## src/rtl/amo_multi_unit.sv

```systemverilog
// Shared multi-agent atomic unit: per-agent LR reservations with store snooping,
// plus a round-robin arbitrated, registered AMO ALU. Optional macro: AMO_RESERVATION_TIMEOUT_EN.
package riscv_types;
  typedef enum logic [3:0] {
    AMO_SWAP, AMO_ADD, AMO_XOR, AMO_AND, AMO_OR,
    AMO_MIN, AMO_MAX, AMO_MINU, AMO_MAXU
  } amo_t;
endpackage

module amo_multi_unit
  import riscv_types::*;
#(
  parameter int NUM_UNITS         = 3,
  parameter int XLEN              = 32,
  parameter int RESERVATION_WORDS = 4,
  parameter int TIMEOUT_CYCLES    = 64
) (
  input  logic                           clk,
  input  logic                           rst,
  input  logic [NUM_UNITS-1:0]           set_reservation,
  input  logic [NUM_UNITS-1:0]           clear_reservation,
  input  logic [NUM_UNITS-1:0][XLEN-1:0] res_addr,
  output logic [NUM_UNITS-1:0]           reservation_valid,
  input  logic [NUM_UNITS-1:0]           store_commit,
  input  logic [NUM_UNITS-1:0][XLEN-1:0] store_addr,
  input  logic [NUM_UNITS-1:0]           req_valid,
  output logic [NUM_UNITS-1:0]           req_ready,
  input  amo_t [NUM_UNITS-1:0]           req_op,
  input  logic [NUM_UNITS-1:0][XLEN-1:0] req_rs1,
  input  logic [NUM_UNITS-1:0][XLEN-1:0] req_rs2,
  output logic [NUM_UNITS-1:0]           rsp_valid,
  input  logic [NUM_UNITS-1:0]           rsp_ready,
  output logic [XLEN-1:0]                rsp_data
);

  localparam int GRAN_LSB = 2 + $clog2(RESERVATION_WORDS);
  localparam int RES_W    = XLEN - GRAN_LSB;
  localparam int PTR_W    = (NUM_UNITS > 1) ? $clog2(NUM_UNITS) : 1;

  if (NUM_UNITS < 1 || NUM_UNITS > 8 || TIMEOUT_CYCLES < 2 ||
      (RESERVATION_WORDS & (RESERVATION_WORDS - 1)) != 0) begin : g_param_check
    $error("amo_multi_unit: illegal parameterisation");
  end

  function automatic logic [RES_W-1:0] f_gran(input logic [XLEN-1:0] addr);
    return addr[XLEN-1 -: RES_W];
  endfunction

  function automatic logic signed [XLEN-1:0] f_amo(input amo_t op,
                                                   input logic signed [XLEN-1:0] a,
                                                   input logic signed [XLEN-1:0] b);
    case (op)
      AMO_SWAP: return b;
      AMO_ADD:  return a + b;
      AMO_XOR:  return a ^ b;
      AMO_AND:  return a & b;
      AMO_OR:   return a | b;
      AMO_MIN:  return (a < b) ? a : b;
      AMO_MAX:  return (a > b) ? a : b;
      AMO_MINU: return ($unsigned(a) < $unsigned(b)) ? a : b;
      AMO_MAXU: return ($unsigned(a) > $unsigned(b)) ? a : b;
      default:  return b;
    endcase
  endfunction

  logic [NUM_UNITS-1:0]            r_slot_vld;
  logic [NUM_UNITS-1:0][RES_W-1:0] r_slot_addr;
  logic [NUM_UNITS-1:0]            w_kill;
  logic                            w_unused_lsb;

  // Granule offset bits never take part in reservation matching.
  always_comb begin
    w_unused_lsb = 1'b0;
    w_kill       = '0;
    for (int i = 0; i < NUM_UNITS; i++) begin
      w_unused_lsb = w_unused_lsb ^ (^res_addr[i][GRAN_LSB-1:0]) ^ (^store_addr[i][GRAN_LSB-1:0]);
      for (int j = 0; j < NUM_UNITS; j++) begin
        if (j != i && store_commit[j] && f_gran(store_addr[j]) == r_slot_addr[i])
          w_kill[i] = 1'b1;
      end
    end
  end

`ifdef AMO_RESERVATION_TIMEOUT_EN
  localparam int CNT_W = $clog2(TIMEOUT_CYCLES + 1);
  logic [NUM_UNITS-1:0][CNT_W-1:0] r_tmo_cnt;

  always_ff @(posedge clk) begin
    for (int i = 0; i < NUM_UNITS; i++) begin
      if (rst)
        r_tmo_cnt[i] <= '0;
      else if (set_reservation[i])
        r_tmo_cnt[i] <= CNT_W'(TIMEOUT_CYCLES);
      else if (!r_slot_vld[i] || clear_reservation[i] || w_kill[i] || r_tmo_cnt[i] == '0)
        r_tmo_cnt[i] <= '0;
      else
        r_tmo_cnt[i] <= r_tmo_cnt[i] - 1'b1;
    end
  end
`endif

  always_ff @(posedge clk) begin
    for (int i = 0; i < NUM_UNITS; i++) begin
      if (rst)
        r_slot_vld[i] <= 1'b0;
      else if (set_reservation[i])
        r_slot_vld[i] <= 1'b1;
      else if (clear_reservation[i] || w_kill[i])
        r_slot_vld[i] <= 1'b0;
`ifdef AMO_RESERVATION_TIMEOUT_EN
      // Counter at 1 means it reaches 0 on this edge, so the slot expires now.
      else if (r_slot_vld[i] && r_tmo_cnt[i] <= CNT_W'(1))
        r_slot_vld[i] <= 1'b0;
`endif
    end
  end

  always_ff @(posedge clk) begin
    for (int i = 0; i < NUM_UNITS; i++)
      if (set_reservation[i]) r_slot_addr[i] <= f_gran(res_addr[i]);
  end

  always_comb begin
    for (int i = 0; i < NUM_UNITS; i++)
      reservation_valid[i] = r_slot_vld[i] && (r_slot_addr[i] == f_gran(res_addr[i]));
  end

  // ---- p0: round-robin arbitration and operand select ----
  logic [PTR_W-1:0]       r_ptr;
  logic [PTR_W-1:0]       w_scan;
  logic [PTR_W-1:0]       w_gnt_idx;
  logic [NUM_UNITS-1:0]   w_grant;
  logic                   w_gnt_any;
  logic                   w_out_free;
  logic [NUM_UNITS-1:0]   r_rsp_vld_p1;
  logic signed [XLEN-1:0] r_rsp_data_p1;

  assign w_out_free = ~|r_rsp_vld_p1 | (|(r_rsp_vld_p1 & rsp_ready));

  always_comb begin
    w_scan    = '0;
    w_gnt_idx = '0;
    w_grant   = '0;
    w_gnt_any = 1'b0;
    for (int k = 0; k < NUM_UNITS; k++) begin
      w_scan = PTR_W'((int'(r_ptr) + k) % NUM_UNITS);
      if (!w_gnt_any && w_out_free && req_valid[w_scan]) begin
        w_gnt_any        = 1'b1;
        w_gnt_idx        = w_scan;
        w_grant[w_scan]  = 1'b1;
      end
    end
  end

  assign req_ready = w_grant;

  always_ff @(posedge clk) begin
    if (rst)
      r_ptr <= '0;
    else if (w_gnt_any)
      r_ptr <= PTR_W'((int'(w_gnt_idx) + 1) % NUM_UNITS);
  end

  // ---- p1: registered result, held until the owning agent consumes it ----
  always_ff @(posedge clk) begin
    if (rst)
      r_rsp_vld_p1 <= '0;
    else if (w_gnt_any)
      r_rsp_vld_p1 <= w_grant;
    else if (|(r_rsp_vld_p1 & rsp_ready))
      r_rsp_vld_p1 <= '0;
  end

  always_ff @(posedge clk) begin
    if (w_gnt_any)
      r_rsp_data_p1 <= f_amo(req_op[w_gnt_idx], $signed(req_rs1[w_gnt_idx]),
                             $signed(req_rs2[w_gnt_idx]));
  end

  assign rsp_valid = r_rsp_vld_p1;
  assign rsp_data  = $unsigned(r_rsp_data_p1);

endmodule

```

## config.mk

```make
export PLATFORM = sky130hd
export DESIGN_NAME = amo_multi_unit
export DESIGN_NICKNAME = d
export VERILOG_FILES = /design/src/rtl/amo_multi_unit.sv
export SDC_FILE = /design/constraint.sdc
export NUM_CORES = 1
export LEC_CHECK = 0
export CAP_MARGIN = 20
export CORE_AREA = 2 2 188 190
export DETAILED_ROUTE_END_ITERATION = 8
export DIE_AREA = 0 0 190 192
export PLACE_DENSITY = 0.71
export SETUP_SLACK_MARGIN = 0.5
export SYNTH_ARGS = -nofsm -noshare
export SYNTH_HDL_FRONTEND = slang
export SYNTH_SLANG_ARGS = --single-unit
```

## constraint.sdc

```tcl
create_clock -name clk -period 7.1 [get_ports clk]
set_input_delay 1.065 -clock clk [delete_from_list [all_inputs] [get_ports clk]]
set_output_delay 1.065 -clock clk [all_outputs]
set_load 0.03 [all_outputs]
```

**Run 1: power grid**

Scale bar: 50 µm. Pins as bars on the die edge.
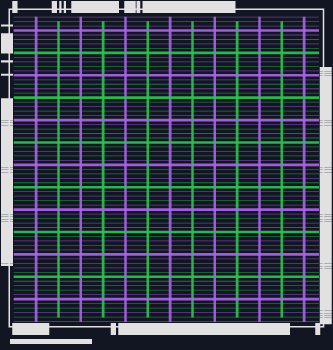
Key: purple = VSS; green = VDD
454 signal pins sit on the boundary. 13 straps on met5.
worst IR drop on VDD: 0.0003188 V
Core ar.: 34290 µm²

**Run 1: routed clock nets over the placement**

Scale bar: 50 µm.
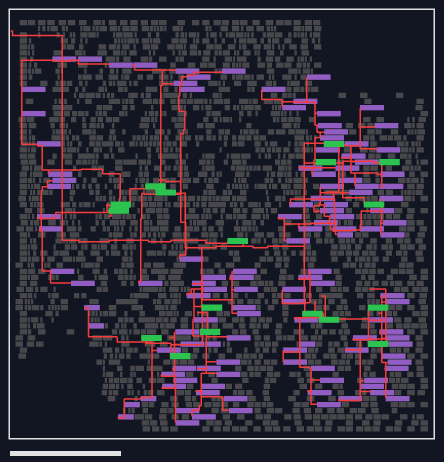
Key: purple = flip-flops [count 124]; green = cells driving clock nets [count 17]; red = clock wires [length 2240 µm]
Position of the flops: widely spread. There are 18 routed clock nets.
Clock Latency Late Sink: 440 ps
Clock Skew: 10.72 ps
power in the clock group: 921 µW

**Run 1: placement by cell class**

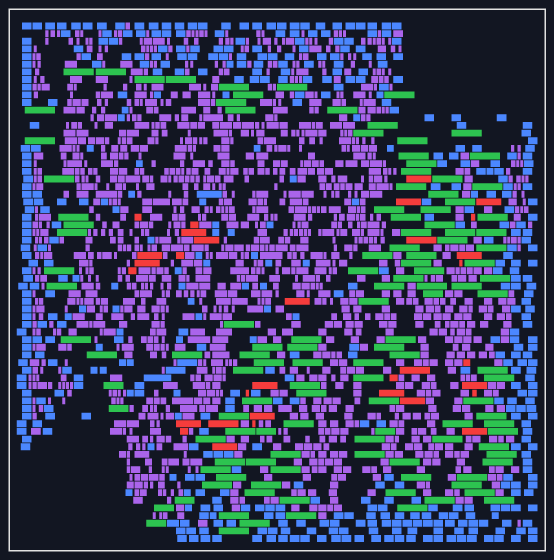
Key: green = flops [cells 124]; red = clock drivers and dummy loads [cells 32]; blue = other buffers and delay cells [cells 493]; purple = all other logic [cells 1410]
# rows: 68
flop share of the area: 18.81%

**Run 1: wiring by layer**

Scale bar: 50 µm.
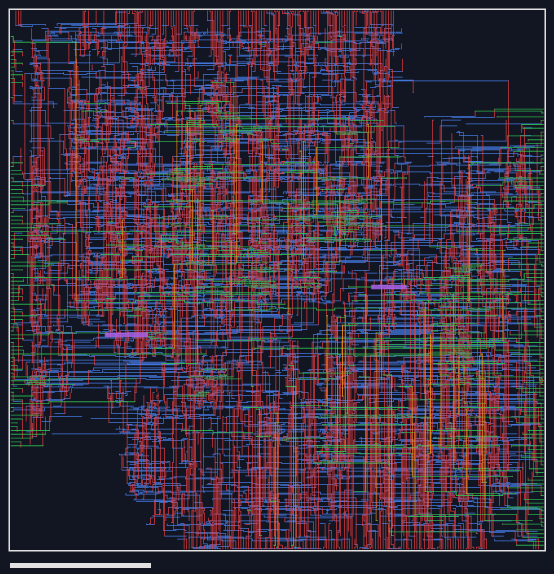
Key: blue = met1 [wire length 23.7 mm]; orange = met4 [wire length 2130 µm]; green = met3 [wire length 5640 µm]; red = met2 [wire length 28.8 mm]; purple = met5 [wire length 24.8 µm]
Tot GR Track Use: 31.77%
vias: 14760
Post-Route WL: 60370 µm

==> results_dict.tcl, run 1 <==
# implementation run metrics
set metrics [dict create \
    cap_viol_max_count 0 \
    rsz0062_at_grt "yes" \
    largest_reg_flops 84 \
    die_w_um 190 \
    sw_frac_of_total_pct 54.12 \
    yosysWarnings 0 \
    pwr-share-seq_pct 11.8 \
    synth-main-ff-cell "edfxtp_1" \
    dp_slack_ps 63.65 \
    clock_buffers 18 \
    min_period_ps 6377 \
    rr_endpoint "rsp_data[25]" \
    endpoint_kind "flop" \
    clock_area_share_pct 3.075 \
    status "finished clean" \
    grt_pass1_vias 14210 \
    wl_met3_um 5644 \
    powerComb_mw 8.24 \
    ys_sh_simple_pct 17.47 \
    postCtsHoldBufs 0 \
    numCtsBuffers 17 \
    endpoint "rsp_data[4]" \
    clk_pin_slew_ps 60 \
    dieHeight_um 192 \
    internal-power_mw 4.767 \
    p_seq_mw 1.23 \
    setup_ws_ps 723.0 \
    cts_tree "yes" \
    critical_path_class "in2reg" \
    synthAoiAreaFrac_pct 22.00 \
    buffers 493 \
    globalRouteOverflowTotal 0 \
    busiest_layer "met2" \
    grt_pass1_wl_um 86910 \
    use_met3_pct 6.121 \
    tool_warnings 121 \
    n_tap_cell 455 \
    synth_flops 124 \
    maxSlewViolCount 0 \
    synthTopCellsByArea "edfxtp_1 (26%), xor2_1 (9.7%), ha_1 (9.3%), xnor2_1 (7.6%), a21oi_1 (5.5%)" \
    setup_viol 0 \
    wl_per_cell_um 23.97 \
    crit_path_start "req_valid[2]" \
    synth_cell_types 96 \
    area_growth_pct 42.34 \
    fin_area_um2 19370 \
    met1_length_um 23740 \
    root_buffer "clkbuf_16" \
    tightest_slew_ps 962.2 \
    max_freq_mhz 156.8 \
    tns_ps 0 \
    postCtsSetupBuffers 0 \
    synthCells 1611 \
    clock_sinks 124 \
    antennaDiodeCount 5 \
    crit_slowest_cell "clkdlybuf4s50_1" \
    postPlaceCellArea_um2 18570 \
    layout_top_cell "clkdlybuf4s50_1" \
    edf_count 116 \
    drtIter0Drc 1291 \
    drc 0 \
    path_delay_family "simple AND/OR/NAND/NOR gates" \
    die-area_um2 36480 \
    ff_count 124 \
    gr-usage-met1_pct 39.12 \
    wl_met2_um 28840 \
    top_cell "nand2_1" \
    grt_max_degree 102 \
    fin_crit_sh_pct 89.82 \
    finalCoreUtilization_pct 56.50 \
    ctsResizeCount 1 \
    avgSynthCellArea_um2 8.448 \
    path_buffers 4 \
    seqCellArea_um2 3643 \
    synth.top_cell.area_share_pct 25.60 \
    lay_top_cells "clkdlybuf4s50_1 (428), nand2_1 (194), xor2_1 (150)" \
]
==> inputs of run 2 (changes only) <==
Settings changed: CORE_AREA 2 2 188 190 to 8 8 194 196, DIE_AREA 0 0 190 192 to 0 0 202 204.
**Run 2: placement by cell class**

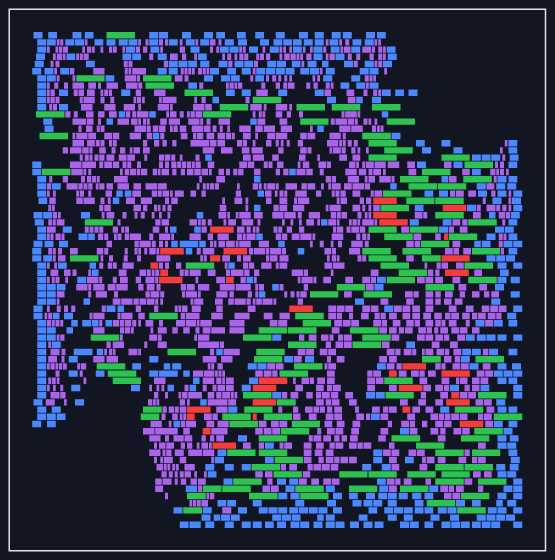
Key: blue = other buffers and delay cells [cells 490]; green = flops [cells 124]; purple = all other logic [cells 1410]; red = clock drivers and dummy loads [cells 32]
# rows: 69
final instance area: 19300 µm²
Final Util: 55.46%
flop share of the area: 18.88%

**Run 2: routed clock nets over the placement**

Scale bar: 50 µm.
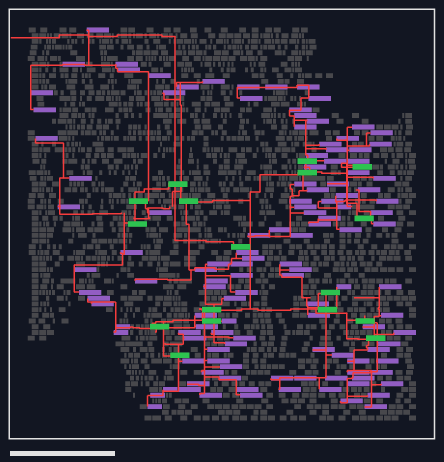
Key: red = clock wires [length 2280 µm]; purple = flip-flops [count 124]; green = cells driving clock nets [count 17]
Position of the flops: widely spread. There are 18 routed clock nets.
Clock Latency Late Sink: 450 ps
Clock Power Share: 9.6%
Clock Skew: 13.63 ps
power in the clock group: 981 µW

**Run 2: the clock network**

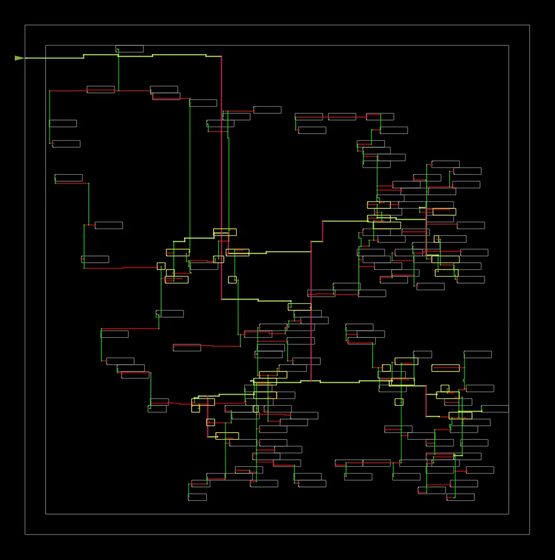
clock buffers: 17
CTS buffer count: 17
clock sinks: 124
FFs & Latches: 124

==> results_dict.tcl, run 2 <==
# implementation run metrics
set metrics [dict create \
    status "finished clean" \
    synthAoiAreaFrac_pct 22.00 \
    powerComb_mw 8.05 \
    busiest_layer "met2" \
    cap_viol_max_count 0 \
    edf_count 116 \
    coreArea_um2 34790 \
    tool_warnings 117 \
    endpoint "rsp_data[30]" \
    drtIter0Drc 1145 \
    synthTopCellsByArea "edfxtp_1 (26%), xor2_1 (9.7%), ha_1 (9.3%), xnor2_1 (7.6%), a21oi_1 (5.5%)" \
    internal-power_mw 4.732 \
    root_buffer "clkbuf_16" \
    rsz0062_at_grt "no" \
    n_tap_cell 461 \
    clock_area_share_pct 3.300 \
    synth-main-ff-cell "edfxtp_1" \
    tns_ps 0 \
    endpoint_kind "flop" \
    path_delay_family "AND-OR/OR-AND gates" \
    critical_path_class "in2reg" \
    ys_sh_simple_pct 17.47 \
    yosysWarnings 0 \
    crit_slowest_cell "clkdlybuf4s50_1" \
    lay_top_cells "clkdlybuf4s50_1 (427), nand2_1 (194), xor2_1 (150)" \
    wl_um 62270 \
    grt_max_degree 70 \
    p_seq_mw 1.23 \
    dp_slack_ps 144.8 \
    vias 14690 \
    timing.hold.ws_ps 509.0 \
    postCtsHoldBufs 0 \
    largest_reg_flops 84 \
    synth_flops 124 \
    pwr-share-seq_pct 11.9 \
    met1_length_um 24820 \
    use_met3_pct 6.578 \
    globalRouteOverflowTotal 0 \
    seqCellArea_um2 3643 \
    setup_viol 0 \
    sw_frac_of_total_pct 53.88 \
    fin_crit_sh_pct 89.57 \
    maxSlewViolCount 0 \
    antennaDiodeCount 4 \
    ctsResizeCount 0 \
    layout_top_cell "clkdlybuf4s50_1" \
    max_freq_mhz 157.2 \
    cts_tree "yes" \
    ir_worst_vdd_v 0.0003194 \
    path_common_cell "a21oi_1" \
    area_growth_pct 41.79 \
    path_buffers 4 \
    die_w_um 202 \
    crit_path_start "req_valid[0]" \
    grt_pass1_vias 14640 \
    top_cell "nand2_1" \
    wl_met3_um 5326 \
    postPlaceCellArea_um2 18580 \
    path_cells "clkdlybuf4s50_1 > mux2i_1 > o21ai_1 > o21bai_2 > a21o_4 > inv_2 > buf_12 > nand2_1 > a21oi_1 > a21oi_1 > inv_1 > ha_1 > fa_1 > a21oi_1 > o2111ai_1 > o2111ai_2 > nand4b_1 > a221o_1 > a41o_1 > o22ai_1 > xor2_1 > o221ai_1 > o21ai_0 > nand2_1" \
    rr_endpoint "rsp_data[25]" \
    wl_per_cell_um 24.70 \
    drc 0 \
    clk_pin_slew_ps 60 \
    wl_met2_um 30130 \
    tightest_slew_ps 1045 \
    synthCells 1611 \
    use_met2_pct 49.64 \
    grt_pass1_wl_um 91340 \
    postCtsSetupBuffers 0 \
    dieHeight_um 204 \
    bufAreaShareNonClock_pct 24.85 \
    avgSynthCellArea_um2 8.448 \
]
==> inputs of run 3 (changes only) <==
Settings changed: CORE_AREA 8 8 194 196 to 8 8 178 180, DIE_AREA 0 0 202 204 to 0 0 186 188, PLACE_DENSITY 0.71 to 0.82.
**Run 3: placement by cell class**

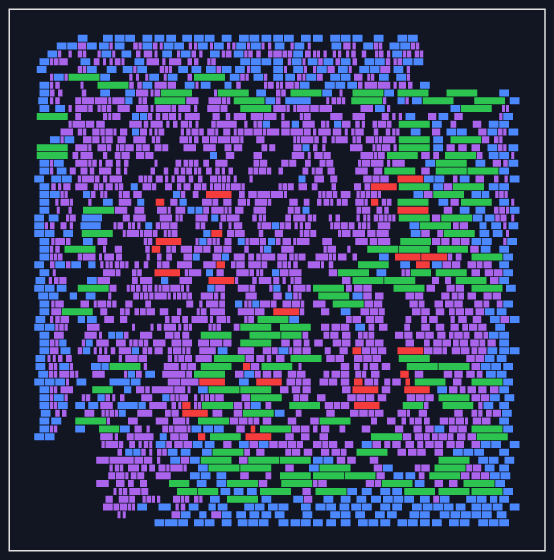
final instance area: 19230 µm²
Core ar.: 29010 µm²
# rows: 63
flop share of the area: 18.95%

**Run 3: the clock network**

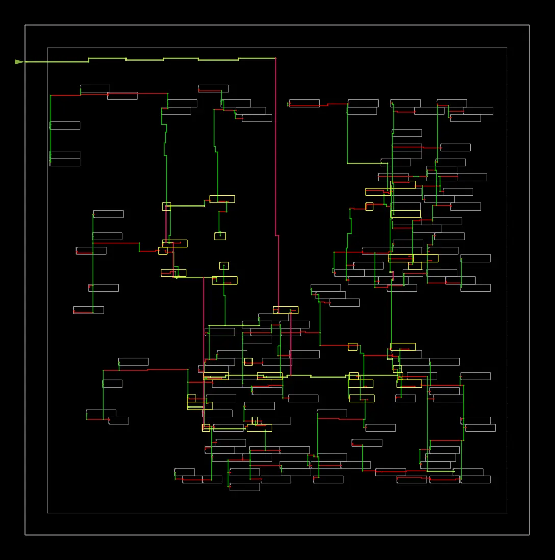
Clock Latency Late Sink: 430 ps
clock buffers: 18

**Run 3: wiring by layer**

Scale bar: 50 µm.
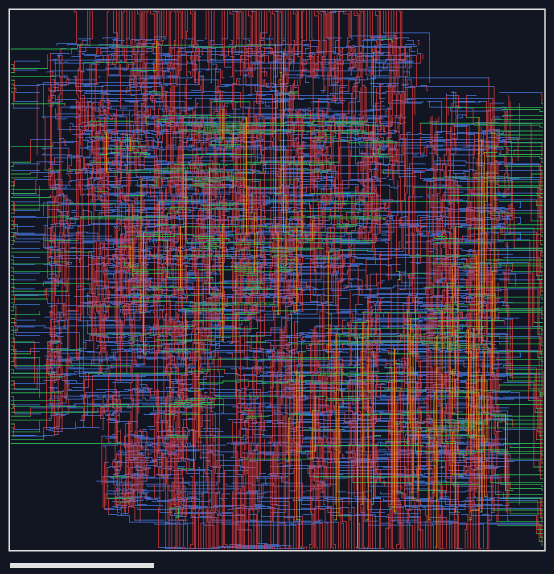
Key: blue = met1 [wire length 23.7 mm]; green = met3 [wire length 5940 µm]; red = met2 [wire length 29.4 mm]; orange = met4 [wire length 2990 µm]
vias: 14970
Post-Route WL: 62040 µm
Tot GR Track Use: 34.08%

==> results_dict.tcl, run 3 <==
# implementation run metrics
set metrics [dict create \
    status "finished clean" \
    clk_pin_slew_ps 70 \
    root_buffer "clkbuf_16" \
    fin_crit_sh_pct 90.19 \
    postCtsHoldBufs 0 \
    busiest_layer "met2" \
    rsz0062_at_grt "no" \
    p_seq_mw 1.23 \
    path_delay_family "AND-OR/OR-AND gates" \
    postPlaceCellArea_um2 18490 \
    use_met2_pct 56.71 \
    top_register "r_slot_addr" \
    n_tap_cell 390 \
    power_mw 10.26 \
    layout_top_cell "clkdlybuf4s50_1" \
    path_cells "clkdlybuf4s50_1 > mux2i_1 > o21ai_2 > o21bai_4 > a21o_4 > clkinv_2 > buf_12 > nand2_1 > a21oi_1 > a21oi_1 > inv_1 > ha_1 > nor4_2 > buf_4 > and4b_1 > a32o_1 > o22a_2 > mux2i_2 > buf_4 > a21bo_4 > and3_4 > o21ai_1 > a221oi_1 > a21oi_1" \
    pwr-share-seq_pct 12.0 \
    ys_sh_simple_pct 17.47 \
    dp_slack_ps 9.912 \
    grt_pass1_vias 14910 \
    synthAoiAreaFrac_pct 22.00 \
    cts_tree "yes" \
    ff_count 124 \
    rr_endpoint "rsp_data[20]" \
    met1_length_um 23720 \
    grt_max_degree 70 \
    ctsResizeCount 2 \
    endpoint "rsp_data[25]" \
    grt_pass1_wl_um 91240 \
    synth-main-ff-cell "edfxtp_1" \
    clock_sinks 124 \
    numCtsBuffers 17 \
    timing.hold.ws_ps 531.8 \
    synth_flops 124 \
    setup_viol 0 \
    maxSlewViolCount 0 \
    tns_ps 0 \
    cap_viol_max_count 0 \
    seqCellArea_um2 3643 \
    finalCoreUtilization_pct 66.28 \
    dieHeight_um 188 \
    tool_warnings 118 \
    sw_frac_of_total_pct 54.48 \
    drtIter0Drc 1640 \
    synthCells 1611 \
    synthTopCellsByArea "edfxtp_1 (26%), xor2_1 (9.7%), ha_1 (9.3%), xnor2_1 (7.6%), a21oi_1 (5.5%)" \
    endpoint_kind "flop" \
    drc 0 \
    postCtsSetupBuffers 0 \
    max_freq_mhz 156.2 \
    avgSynthCellArea_um2 8.448 \
    crit_path_start "req_valid[0]" \
    path_buffers 6 \
    pwr.group.clock_uw 886 \
    globalRouteOverflowTotal 0 \
    tightest_slew_ps 1086 \
    clock_area_share_pct 2.987 \
    edf_count 116 \
    critical_path_class "in2reg" \
    clock_skew_ps 11.13 \
    power_density_nw_per_um2 533.5 \
    antennaDiodeCount 1 \
    internal-power_mw 4.669 \
    largest_reg_flops 84 \
    use_met3_pct 6.987 \
    wl_met2_um 29390 \
    path_common_cell "a21oi_1" \
    top_cell "nand2_1" \
    ir_worst_vdd_v 0.0003545 \
    wl_met3_um 5939 \
    powerComb_mw 8.14 \
    die_w_um 186 \
]
Power and IR drop assume default switching activity.
